==> config.mk <==
export PLATFORM = sky130hd
export DESIGN_NAME = mole_game_ctrl
export DESIGN_NICKNAME = d
export VERILOG_FILES = /design/src/rtl/mole_game_pkg.sv /design/src/rtl/mole_lfsr.sv /design/src/rtl/mole_game_ctrl.sv
export SDC_FILE = /design/constraint.sdc
export NUM_CORES = 1
export LEC_CHECK = 0
export ABC_CLOCK_PERIOD_IN_PS = 2230
export CORE_ASPECT_RATIO = 1.75
export CORE_MARGIN = 4
export CORE_UTILIZATION = 52
export DETAILED_ROUTE_END_ITERATION = 12
export GPL_ROUTABILITY_DRIVEN = 0
export PLACE_DENSITY = 0.76
export SYNTH_ARGS = -nofsm -noshare
export SYNTH_HDL_FRONTEND = slang
export SYNTH_SLANG_ARGS = --single-unit
==> constraint.sdc <==
create_clock -name clk -period 2.23 [get_ports clk]
set_clock_uncertainty 0.2 [all_clocks]
set_input_delay 0.223 -clock clk [delete_from_list [all_inputs] [get_ports clk]]
set_output_delay 0.223 -clock clk [all_outputs]
set_load 0.01 [all_outputs]
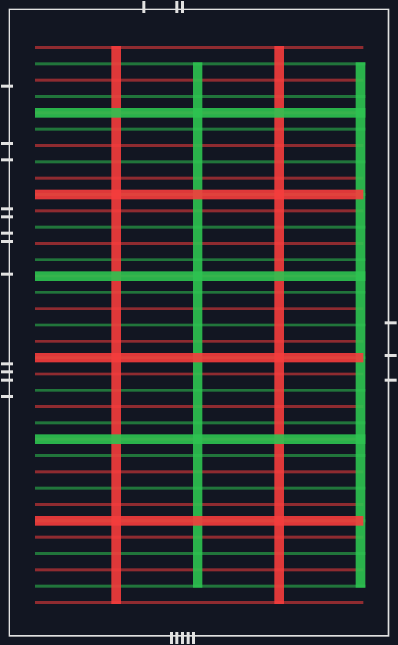
**Above:** floorplan with the power grid.
Drawn at 6 px/um. Pins as bars on the die edge.
- green: VDD
- red: VSS
- met5 straps: 6
- met1 rails: 35
- met4 straps: 4
Peak supply drop: 0.0004190 V
core area: 0.005062 sq mm
die extent in x: 62.96 um
DIE HEIGHT: 104.2 um

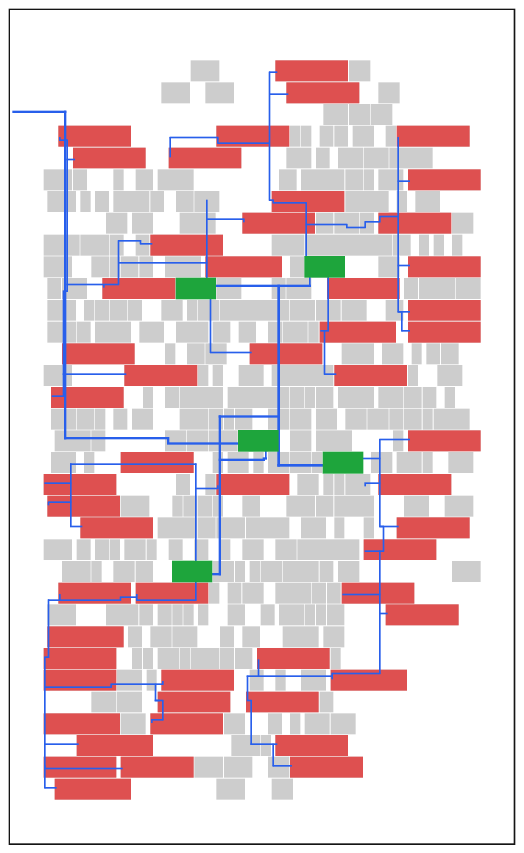
**Above:** clock wires, drivers and flops.
Drawn at 8 px/um.
- green: clock drivers (count 5)
- blue: clock wires (length 604 um)
- red: flip-flops (count 53)
- flops lie: spread over the die
P_clk: 676 uW
Clk pwr share: 0.305
latest clock arrival within the worst-skew pair: 0.32 ns

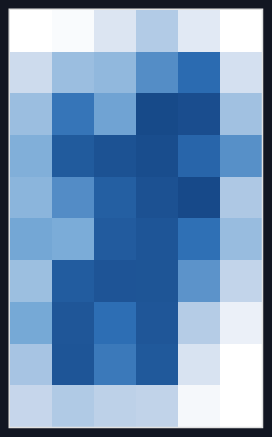
**Above:** placement density heat map.
Drawn at 4 px/um. The die is cut into 6 by 10 equal tiles; white is low, dark blue is high, 0 to 100% covered.
- fullest tile: 90%
- densest ninth of the die: middle
- mean over tiles: 51%
Pre-Place Util: 0.5430
fin util: 0.6720

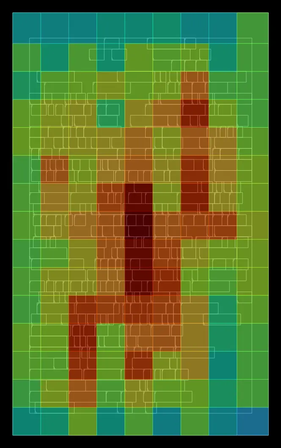
**Above:** congestion heat map.
GR Util met2: 0.3764
global-route usage over all layers: 0.2033
met1 Use GR: 0.2155

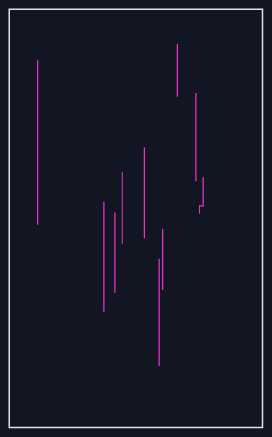
**Above:** signal wires on met4.
Drawn at 4 px/um.
- main direction: vertical
- wire length on this layer: 214 um
- share of all routed wire: 3.3%
- longest straight run: 40.8 um
via count: 2179
drt total wl: 6398 um

==> metrics.yaml <==
signal_buffers: 52
warnings: 31
routed-wl-met3_um: 157
whs_ns: 0.05121
cellPowerDensity_mw_per_mm2: 651.4
grt_pass1_wl_um: 10600
drive_gt1_frac: 0.2143
outcome: "completed"
tightest_slew_ns: 0.4153
yosys.area_share.adder: 0.04096
cp.required_ns: 2.24
crit_path_end_kind: "flip-flop"
r2r_slack_ns: 0.03
fin_crit_ns: 2.197
chipArea_sq_mm: 0.006559
swShare: 0.2865
simple_gate_share: 0.2472
post-route-drc-count: 0
viasPerCell: 5.795
power_frac_comb: 0.189
fillers: 388
htree_num_levels: 2
seq_cell_count: 53
area_share_nonclk_buffers: 0.1317
yosysMostFrequentCell: "dfrtp_1"
lay_top_cells: "dfrtp_1 (46), buf_4 (30), nand2_1 (23), nor2_1 (23), clkdlybuf4s50_1 (21)"
numCtsBuffers: 5
ys_cells: 264
antenna_cells: 0
ant_nets: 0
taps: 54
pg_seq_uw: 1120
io_pins: 23
crit_family: "simple AND/OR/NAND/NOR gates"
setup_viol: 0
top_cell_area_share: 0.4461
synthCells: 264
inverters: 13
slew_headroom: 0.7212
ys_seq_share: 0.4843
cp_slowest_cell: "dfrtp_1"
nets: 337
Power figures rest on the tool's default switching activity, not on a simulated workload.
